--- src/rtl/arbitro_rr4_pkg.sv ---
`default_nettype none
// Shared constants, FSM encoding and one-hot helper for the arbitro_rr4 arbiter.
// Revision: 1.0
package arbitro_rr4_pkg;

  localparam int DATA_W_DEF = 6;
  localparam int NUM_PORTS  = 4;

  typedef enum logic [1:0] {
    IDLE   = 2'd0,
    ACTIVE = 2'd1,
    HOLD   = 2'd2
  } state_t;

  function automatic logic [1:0] onehot_idx(input logic [NUM_PORTS-1:0] oh);
    logic [1:0] idx;
    idx = 2'd0;
    for (int i = 0; i < NUM_PORTS; i++) begin
      if (oh[i]) idx = 2'(i);
    end
    return idx;
  endfunction

endpackage
`default_nettype wire

--- src/rtl/arbitro_rr4_rr_pick4.sv ---
`default_nettype none
// rr_pick4: combinational round-robin picker; first request at or after ptr wins.
// Revision: 1.0
module rr_pick4
  import arbitro_rr4_pkg::*;
(
  input  logic [NUM_PORTS-1:0] req,
  input  logic [1:0]           ptr,
  output logic [NUM_PORTS-1:0] grant,
  output logic                 any
);

  logic [2*NUM_PORTS-1:0] dbl;
  logic [NUM_PORTS-1:0]   rot;
  logic [NUM_PORTS-1:0]   rot_g;
  logic [2*NUM_PORTS-1:0] g_dbl;

  // Rotate so the pointer sits at bit 0, take the lowest set bit, rotate back.
  assign dbl   = {req, req};
  assign rot   = dbl[ptr +: NUM_PORTS];
  assign rot_g = rot & (~rot + NUM_PORTS'(1));
  assign g_dbl = {{NUM_PORTS{1'b0}}, rot_g} << ptr;
  assign grant = g_dbl[NUM_PORTS-1:0] | g_dbl[2*NUM_PORTS-1:NUM_PORTS];
  assign any   = |req;

endmodule
`default_nettype wire

--- src/rtl/arbitro_rr4.sv ---
`default_nettype none
// arbitro_rr4: drains four upstream FIFOs round-robin into one downstream FIFO.
// Revision: 1.0
module arbitro_rr4
  import arbitro_rr4_pkg::*;
#(
  parameter int DATA_W  = DATA_W_DEF,
  parameter int POP_LAT = 2,
  parameter int CNT_W   = 8
) (
  input  logic                          clk,
  input  logic                          reset_L,
  input  logic [NUM_PORTS-1:0]          fifo_empty,
  input  logic [NUM_PORTS*DATA_W-1:0]   fifo_data,
  output logic [NUM_PORTS-1:0]          pop,
  input  logic                          down_pausa,
  input  logic                          down_full,
  output logic                          push_out,
  output logic [DATA_W-1:0]             data_out,
  output logic [1:0]                    src_id,
  output logic [CNT_W-1:0]              fwd_count,
  output logic                          idle,
  output logic                          error
);

  state_t                     state, state_nx;
  logic                       armed;
  logic [1:0]                 ptr;
  logic [NUM_PORTS-1:0]       hold_mask;
  logic [NUM_PORTS-1:0]       eligible;
  logic [NUM_PORTS-1:0]       grant;
  logic                       any_elig;
  logic                       blocked;
  logic                       issue;
  logic [1:0]                 grant_idx;
  logic [POP_LAT-1:0]         pipe_vld;
  logic [POP_LAT-1:0]         pipe_vld_nx;
  logic [POP_LAT-1:0][1:0]    pipe_src;
  logic [DATA_W-1:0]          in_word [NUM_PORTS];

  for (genvar g = 0; g < NUM_PORTS; g++) begin : g_in_word
    assign in_word[g] = fifo_data[g*DATA_W +: DATA_W];
  end

  // Empty flags lag a pop by a cycle, so last cycle's pop target is masked off.
  // armed keeps pop low until the first edge after reset is released.
  assign eligible = ~fifo_empty & ~hold_mask & {NUM_PORTS{armed}};
  assign blocked  = down_pausa | down_full;

  rr_pick4 u_pick (
    .req   (eligible),
    .ptr   (ptr),
    .grant (grant),
    .any   (any_elig)
  );

  assign grant_idx   = onehot_idx(grant);
  assign pop         = issue ? grant : '0;
  assign pipe_vld_nx = (pipe_vld << 1) | POP_LAT'(issue);

  always_comb begin
    state_nx = state;
    issue    = 1'b0;
    unique case (state)
      IDLE: begin
        if (any_elig && !blocked) begin
          state_nx = ACTIVE;
          issue    = 1'b1;
        end
      end
      ACTIVE: begin
        if (blocked)        state_nx = HOLD;
        else if (!any_elig) state_nx = IDLE;
        else                issue    = 1'b1;
      end
      HOLD: begin
        if (!blocked) state_nx = any_elig ? ACTIVE : IDLE;
      end
      default: state_nx = IDLE;
    endcase
  end

  always_ff @(posedge clk or negedge reset_L) begin
    if (!reset_L) state <= IDLE;
    else          state <= state_nx;
  end

  always_ff @(posedge clk or negedge reset_L) begin
    if (!reset_L) begin
      armed     <= 1'b0;
      ptr       <= 2'd0;
      hold_mask <= '0;
      pipe_vld  <= '0;
      pipe_src  <= '0;
      push_out  <= 1'b0;
      data_out  <= '0;
      src_id    <= 2'd0;
      fwd_count <= '0;
      idle      <= 1'b1;
      error     <= 1'b0;
    end else begin
      armed     <= 1'b1;
      hold_mask <= pop;
      if (issue) ptr <= grant_idx + 2'd1;

      pipe_vld    <= pipe_vld_nx;
      pipe_src[0] <= grant_idx;
      for (int s = 1; s < POP_LAT; s++) pipe_src[s] <= pipe_src[s-1];

      // Tail of the pipeline lines up with the FIFO's read data.
      push_out <= pipe_vld[POP_LAT-1];
      if (pipe_vld[POP_LAT-1]) begin
        data_out <= in_word[pipe_src[POP_LAT-1]];
        src_id   <= pipe_src[POP_LAT-1];
        if (fwd_count != '1) fwd_count <= fwd_count + CNT_W'(1);
      end

      if (push_out && down_full) error <= 1'b1;
      idle <= (state_nx == IDLE) && (pipe_vld_nx == '0);
    end
  end

endmodule
`default_nettype wire

--- config.mk ---
export PLATFORM = sky130hd
export DESIGN_NAME = arbitro_rr4
export DESIGN_NICKNAME = d
export VERILOG_FILES = /design/src/rtl/arbitro_rr4_pkg.sv /design/src/rtl/arbitro_rr4_rr_pick4.sv /design/src/rtl/arbitro_rr4.sv
export SDC_FILE = /design/constraint.sdc
export NUM_CORES = 1
export LEC_CHECK = 0
export CORE_MARGIN = 2
export CORE_UTILIZATION = 45
export CTS_BUF_LIST = sky130_fd_sc_hd__clkbuf_4 sky130_fd_sc_hd__clkbuf_8 sky130_fd_sc_hd__clkbuf_16
export DETAILED_ROUTE_END_ITERATION = 16
export PLACE_DENSITY = 0.79
export SETUP_SLACK_MARGIN = 0.05
export SLEW_MARGIN = 40
export SYNTH_ARGS = -nofsm -noshare
export SYNTH_HDL_FRONTEND = slang
export SYNTH_SLANG_ARGS = --single-unit
--- constraint.sdc ---
create_clock -name clk -period 2.38 [get_ports clk]
set_input_delay 0.476 -clock clk [delete_from_list [all_inputs] [get_ports clk]]
set_output_delay 0.476 -clock clk [all_outputs]
set_load 0.01 [all_outputs]
Run 1, I/O nets highlighted:
Bar = 20 um.
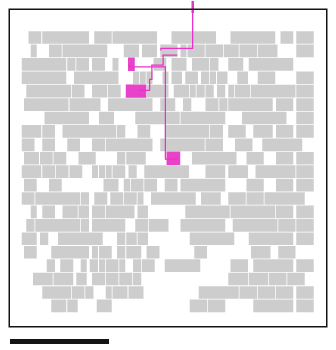
Key: magenta = `down_full` [bits 1, direction input, edge north, end cells 3, buffers 2, wire 58.1 um]

Run 1, routing congestion map:
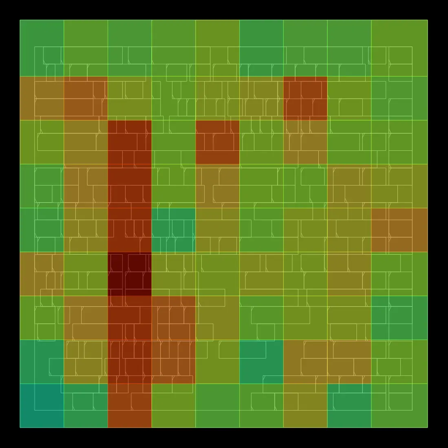
GR Util met1: 29.2%
met3 routing resource usage after global routing: 6.16%
Util after Layout: 76.6%
total routing resource utilization after global routing: 23.7%

Run 1, where the registers sit:
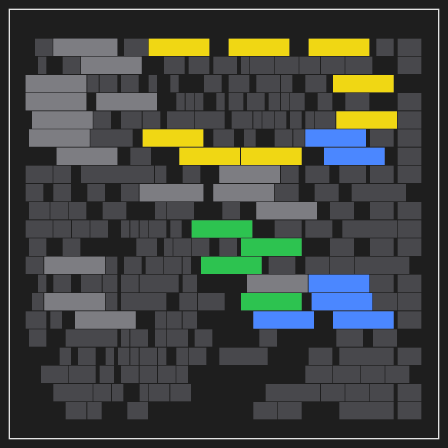
Key: yellow = `fwd_count` [placed flops 8]; blue = `data_out` [placed flops 6]; green = `pipe_src` [placed flops 4, where centre]

==> reports/summary.rpt, run 1 <==
OUTCOME
--------------------------------------------------------------------------------
Status ............................................................ finished clean

CRITICAL PATH
--------------------------------------------------------------------------------
Highest cell delay on the worst timing path .......................      0.38 ns
Critical-path top delay cell ......................................       or3b_4
Startpoint class of the critical path .............................    input pin
Reg-to-reg startpoint ............................................. ptr[0]$_DFFE_PN0P_
CP top delay family ............................................... simple AND/OR/NAND/NOR gates
Critical path depth in cells ......................................            5
Reg-to-reg setup timing slack .....................................      0.06 ns
End point of the critical path ....................................       pop[3]
Largest fanout of any net on the critical path ....................            3

STA
--------------------------------------------------------------------------------
Highest Clock Rate ................................................      427 MHz
RSZ-0062 raised after global routing ..............................          yes
Minimum clock period after layout .................................      2.34 ns
Worst hold slack ..................................................     0.354 ns
Worst-margin pin slew .............................................     0.506 ns

DETAILED ROUTING
--------------------------------------------------------------------------------
Initial detailed-routing violation count ..........................           77
Met2 Routed Length ................................................      2.16 mm
First-pass iteration count of the detailed router .................            4
Antenna violation net count after detailed routing ................            0
Routed WL per cell ................................................      16.3 um

CELLS AND AREA
--------------------------------------------------------------------------------
Seq cells .........................................................           34
Clk cell area share ...............................................        3.18%
Number of flip-flops under the largest register name ..............            8
Count of buffers not belonging to the clock network in the layout .           87
Layout clock buffers ..............................................            7
Final net count ...................................................          260
Inverter count ....................................................            3
Final non-filler cell total .......................................          274
Count of inserted antenna diode cells .............................            0
Number of multi-input combinational cells .........................           96

SYNTHESIS
--------------------------------------------------------------------------------
Cell count listed in synth_stat.txt ...............................          138
Xor and xnor fraction of the mapped netlist area ..................        3.78%
Most used DFF post-synth ..........................................      dfrtp_1
Number of unique standard cell types used by synthesis ............           45
Sequential share of the synthesized area ..........................        52.5%
Synth Net Count ...................................................          171
Summed instance area of the synthesized netlist ...................  0.00162 mm2
Area share of the leading cell type in the synthesized netlist ....        50.9%

PLACE
--------------------------------------------------------------------------------
Gp weighted congestion ............................................        0.878
Quantity of I/O buffers inserted on ports .........................           54

PWR
--------------------------------------------------------------------------------
Power dissipated in combinational cells ...........................   0.000824 W
Worst voltage drop across the vdd grid ............................     0.742 mV
Power drawn by the sequential cells ...............................   0.000876 W
Top contributor to total power ....................................    registers
Power per cell area ...............................................   822 mW/mm2

MIN PATH
--------------------------------------------------------------------------------
Path type of the worst min-delay path .............................      reg2reg
End point of the most critical hold path .......................... pipe_src[2]$_DFF_PN0_

FLOW RUN
--------------------------------------------------------------------------------
Max-Cap Viols .....................................................            0
Number of warning messages in the logs ............................           28

DIE
--------------------------------------------------------------------------------
Area of the chip ..................................................  0.00410 mm2
Number of placement rows ..........................................           21

CLOCK NETWORK
--------------------------------------------------------------------------------
Later-pin clock latency in the skew report ........................      0.34 ns
Clock tree buffer depth ...........................................            2
# Post-CTS Setup Buffers ..........................................           10

GLOBAL ROUTING
--------------------------------------------------------------------------------
Most Crowded Layer GR .............................................         met2
Overflow left after global routing ................................            0

Run 1, metal 1:
Supply wires on this layer in grey. Cells faint in the background.
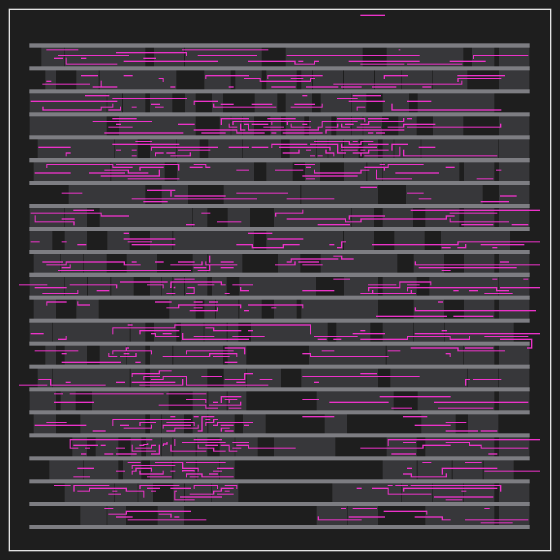

==> run 1 -> run 2 <==
--- a/config.mk
+++ b/config.mk
@@ -6,10 +6,10 @@
 export NUM_CORES = 1
 export LEC_CHECK = 0
 export CORE_MARGIN = 2
-export CORE_UTILIZATION = 45
+export CORE_UTILIZATION = 37
 export CTS_BUF_LIST = sky130_fd_sc_hd__clkbuf_4 sky130_fd_sc_hd__clkbuf_8 sky130_fd_sc_hd__clkbuf_16
 export DETAILED_ROUTE_END_ITERATION = 16
-export PLACE_DENSITY = 0.79
+export PLACE_DENSITY = 0.67
 export SETUP_SLACK_MARGIN = 0.05
 export SLEW_MARGIN = 40
 export SYNTH_ARGS = -nofsm -noshare
Run 2, metal 1:
Supply wires on this layer in grey. Cells faint in the background.
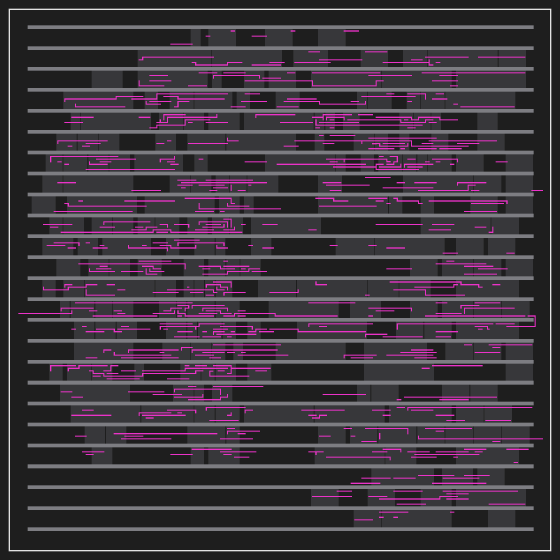
222 nets have wire on it. The layer holds 39% of the routed length. The layer carries 1710 um of wire. The wires run mostly horizontal. The longest straight run is 16.1 um.

==> reports/summary.rpt, run 2 <==
CELLS AND AREA
--------------------------------------------------------------------------------
Layout clock buffers ..............................................            6   was 7
Count of buffers not belonging to the clock network in the layout .           88   was 87
Seq cells .........................................................           34   unchanged
Final non-filler cell total .......................................          281   was 274
Number of multi-input combinational cells .........................           96   unchanged
Count of inserted antenna diode cells .............................            0   unchanged
Util after Layout .................................................        60.3%   was 76.6%
Final net count ...................................................          261   was 260
Clk cell area share ...............................................        3.67%   was 3.18%
Number of flip-flops under the largest register name ..............            8   unchanged
Inverter count ....................................................            3   unchanged

CRITICAL PATH
--------------------------------------------------------------------------------
Largest fanout of any net on the critical path ....................            9   was 3
Startpoint class of the critical path .............................    flip-flop   was input pin
Critical path depth in cells ......................................           12   was 5
End point of the critical path .................................... hold_mask[1]$_DFF_PN0_   was pop[3]
Highest cell delay on the worst timing path .......................      0.49 ns   was 0.38 ns
Reg-to-reg startpoint ............................................. ptr[0]$_DFFE_PN0P_   unchanged
Critical-path top delay cell ......................................      dfrtp_1   was or3b_4
Reg-to-reg setup timing slack .....................................      0.09 ns   was 0.06 ns
CP top delay family ............................................... buffers and inverters   was simple AND/OR/NAND/NOR gates

SYNTHESIS
--------------------------------------------------------------------------------
Synth Net Count ...................................................          171   unchanged
Cell count listed in synth_stat.txt ...............................          138   unchanged
Xor and xnor fraction of the mapped netlist area ..................        3.78%   unchanged
Area share of the leading cell type in the synthesized netlist ....        50.9%   unchanged
Number of unique standard cell types used by synthesis ............           45   unchanged
Sequential share of the synthesized area ..........................        52.5%   unchanged
Most used DFF post-synth ..........................................      dfrtp_1   unchanged

DETAILED ROUTING
--------------------------------------------------------------------------------
Antenna violation net count after detailed routing ................            0   unchanged
Routed WL per cell ................................................      15.6 um   was 16.3 um
First-pass iteration count of the detailed router .................            4   unchanged

MIN PATH
--------------------------------------------------------------------------------
Worst hold path cell count ........................................            0   unchanged
End point of the most critical hold path .......................... pipe_src[2]$_DFF_PN0_   unchanged
Path type of the worst min-delay path .............................      reg2reg   unchanged

PWR
--------------------------------------------------------------------------------
Power dissipated in combinational cells ...........................   0.000750 W   was 0.000824 W
Top contributor to total power ....................................    registers   unchanged
Power per cell area ...............................................   807 mW/mm2   was 822 mW/mm2
Power drawn by the sequential cells ...............................   0.000893 W   was 0.000876 W
Worst voltage drop across the vdd grid ............................     0.451 mV   was 0.742 mV

CLOCK NETWORK
--------------------------------------------------------------------------------
Clock tree buffer depth ...........................................            2   unchanged
# Post-CTS Setup Buffers ..........................................           13   was 10

STA
--------------------------------------------------------------------------------
Highest Clock Rate ................................................      438 MHz   was 427 MHz
Minimum clock period after layout .................................      2.29 ns   was 2.34 ns
RSZ-0062 raised after global routing ..............................          yes   unchanged
Worst setup margin ................................................    0.0950 ns   was 0.0357 ns
Worst hold slack ..................................................     0.354 ns   about the same

GLOBAL ROUTING
--------------------------------------------------------------------------------
Total routing resource utilization after global routing ...........        19.3%   was 23.7%
Most Crowded Layer GR .............................................         met2   unchanged
Overflow left after global routing ................................            0   unchanged

PLACE
--------------------------------------------------------------------------------
Gp weighted congestion ............................................        0.839   was 0.878
Post-DP Area ......................................................  0.00236 mm2   unchanged
Quantity of I/O buffers inserted on ports .........................           54   unchanged

OUTCOME
--------------------------------------------------------------------------------
Status ............................................................ finished clean   unchanged

FLOW RUN
--------------------------------------------------------------------------------
Max-Cap Viols .....................................................            0   unchanged
Number of warning messages in the logs ............................           27   was 28

DIE
--------------------------------------------------------------------------------
Area of the chip ..................................................  0.00493 mm2   was 0.00410 mm2

Run 2, I/O nets highlighted:
Bar = 20 um.
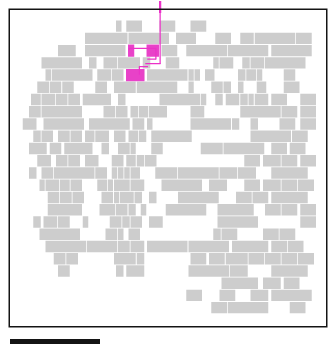

==> run 2 -> run 3 <==
--- a/config.mk
+++ b/config.mk
@@ -11,7 +11,7 @@
 export DETAILED_ROUTE_END_ITERATION = 16
 export PLACE_DENSITY = 0.67
 export SETUP_SLACK_MARGIN = 0.05
-export SLEW_MARGIN = 40
+export SLEW_MARGIN = 20
 export SYNTH_ARGS = -nofsm -noshare
 export SYNTH_HDL_FRONTEND = slang
 export SYNTH_SLANG_ARGS = --single-unit
==> constraint.sdc (replaced) <==
create_clock -name clk -period 2.5 [get_ports clk]
set_input_delay 0.5 -clock clk [delete_from_list [all_inputs] [get_ports clk]]
set_output_delay 0.5 -clock clk [all_outputs]
set_load 0.01 [all_outputs]
Run 3, I/O nets highlighted:
Bar = 20 um.
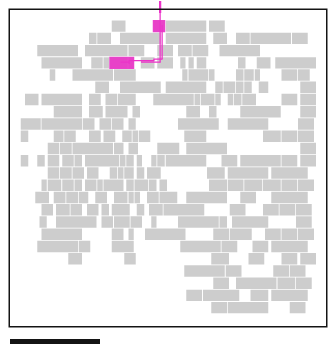
Key: magenta = `down_full` [bits 1, direction input, edge north, end cells 3, buffers 1, wire 33.2 um]

==> reports/summary.rpt, run 3 <==
DIE
--------------------------------------------------------------------------------
Area of the chip ..................................................  0.00493 mm2   unchanged
Number of placement rows ..........................................           24   unchanged

SYNTHESIS
--------------------------------------------------------------------------------
Summed instance area of the synthesized netlist ...................  0.00162 mm2   unchanged
Number of unique standard cell types used by synthesis ............           45   unchanged
Most used DFF post-synth ..........................................      dfrtp_1   unchanged
Sequential share of the synthesized area ..........................        52.5%   unchanged
Cell count listed in synth_stat.txt ...............................          138   unchanged
Xor and xnor fraction of the mapped netlist area ..................        3.78%   unchanged
Most frequent cell after synthesis ................................      dfrtp_1   unchanged

CELLS AND AREA
--------------------------------------------------------------------------------
Util after Layout .................................................        58.5%   was 60.3%
Count of inserted antenna diode cells .............................            0   unchanged
Number of multi-input combinational cells .........................           96   unchanged
Layout clock buffers ..............................................            6   unchanged
Final net count ...................................................          253   was 261
Count of buffers not belonging to the clock network in the layout .           80   was 88
Final non-filler cell total .......................................          273   was 281
Seq cells .........................................................           34   unchanged

CRITICAL PATH
--------------------------------------------------------------------------------
Largest fanout of any net on the critical path ....................            4   was 9
Critical-path top delay cell ......................................       or3b_4   was dfrtp_1
Setup Crit Path Kind ..............................................       in2out   was reg2reg
Critical path depth in cells ......................................            5   was 12
Reg-to-reg setup timing slack .....................................      0.29 ns   was 0.09 ns
Startpoint class of the critical path .............................    input pin   was flip-flop
End point of the critical path ....................................       pop[3]   was hold_mask[1]$_DFF_PN0_
CP top delay family ............................................... simple AND/OR/NAND/NOR gates   was buffers and inverters
Highest cell delay on the worst timing path .......................      0.41 ns   was 0.49 ns
R2r worst-path depth ..............................................           12   unchanged

PWR
--------------------------------------------------------------------------------
Power per cell area ...............................................   772 mW/mm2   was 807 mW/mm2
Top contributor to total power ....................................    registers   unchanged
Power dissipated in combinational cells ...........................   0.000680 W   was 0.000750 W
Power drawn by the sequential cells ...............................   0.000842 W   was 0.000893 W
Worst voltage drop across the vdd grid ............................     0.295 mV   was 0.451 mV

FLOW RUN
--------------------------------------------------------------------------------
Number of warning messages in the logs ............................           28   was 27

PLACE
--------------------------------------------------------------------------------
Pre-CTS setup slack ...............................................    -0.652 ns   was -0.634 ns
Post-DP Area ......................................................  0.00233 mm2   was 0.00236 mm2
Gp weighted congestion ............................................        0.800   was 0.839
Quantity of I/O buffers inserted on ports .........................           54   unchanged

STA
--------------------------------------------------------------------------------
Worst setup margin ................................................    0.0727 ns   was 0.0950 ns
Worst hold slack ..................................................     0.340 ns   was 0.354 ns
Highest Clock Rate ................................................      412 MHz
Minimum clock period after layout .................................      2.43 ns

GLOBAL ROUTING
--------------------------------------------------------------------------------
Met3 routing resource usage after global routing ..................        5.05%   was 6.93%
Total routing resource utilization after global routing ...........        16.8%   was 19.3%
Overflow left after global routing ................................            0   unchanged
GR Util met1 ......................................................        19.4%   was 22.4%

MIN PATH
--------------------------------------------------------------------------------
Path type of the worst min-delay path .............................      reg2reg   unchanged
End point of the most critical hold path .......................... pipe_src[3]$_DFF_PN0_   was pipe_src[2]$_DFF_PN0_
Worst hold path cell count ........................................            0   unchanged

CLOCK NETWORK
--------------------------------------------------------------------------------
# Post-CTS Setup Buffers ..........................................            9   was 13
Later-pin clock latency in the skew report ........................      0.28 ns   about the same

DETAILED ROUTING
--------------------------------------------------------------------------------
Initial detailed-routing violation count ..........................           80   was 48
Routed WL per cell ................................................      14.3 um   was 15.6 um
Met2 Routed Length ................................................      1.96 mm   was 2.25 mm
First-pass iteration count of the detailed router .................            4   unchanged
Antenna violation net count after detailed routing ................            0   unchanged

OUTCOME
--------------------------------------------------------------------------------
Status ............................................................ finished clean   unchanged


## Gallery

Signal wires on met2.
Cells faint in the background.
(a)
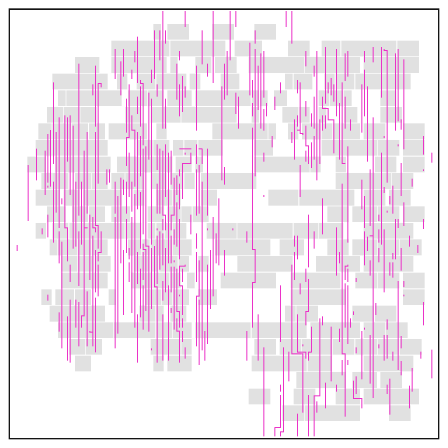
(b)
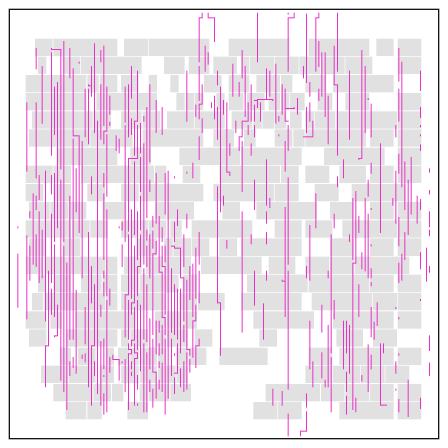
run 2: (a)
run 1: (b)

Power and IR drop assume default switching activity.
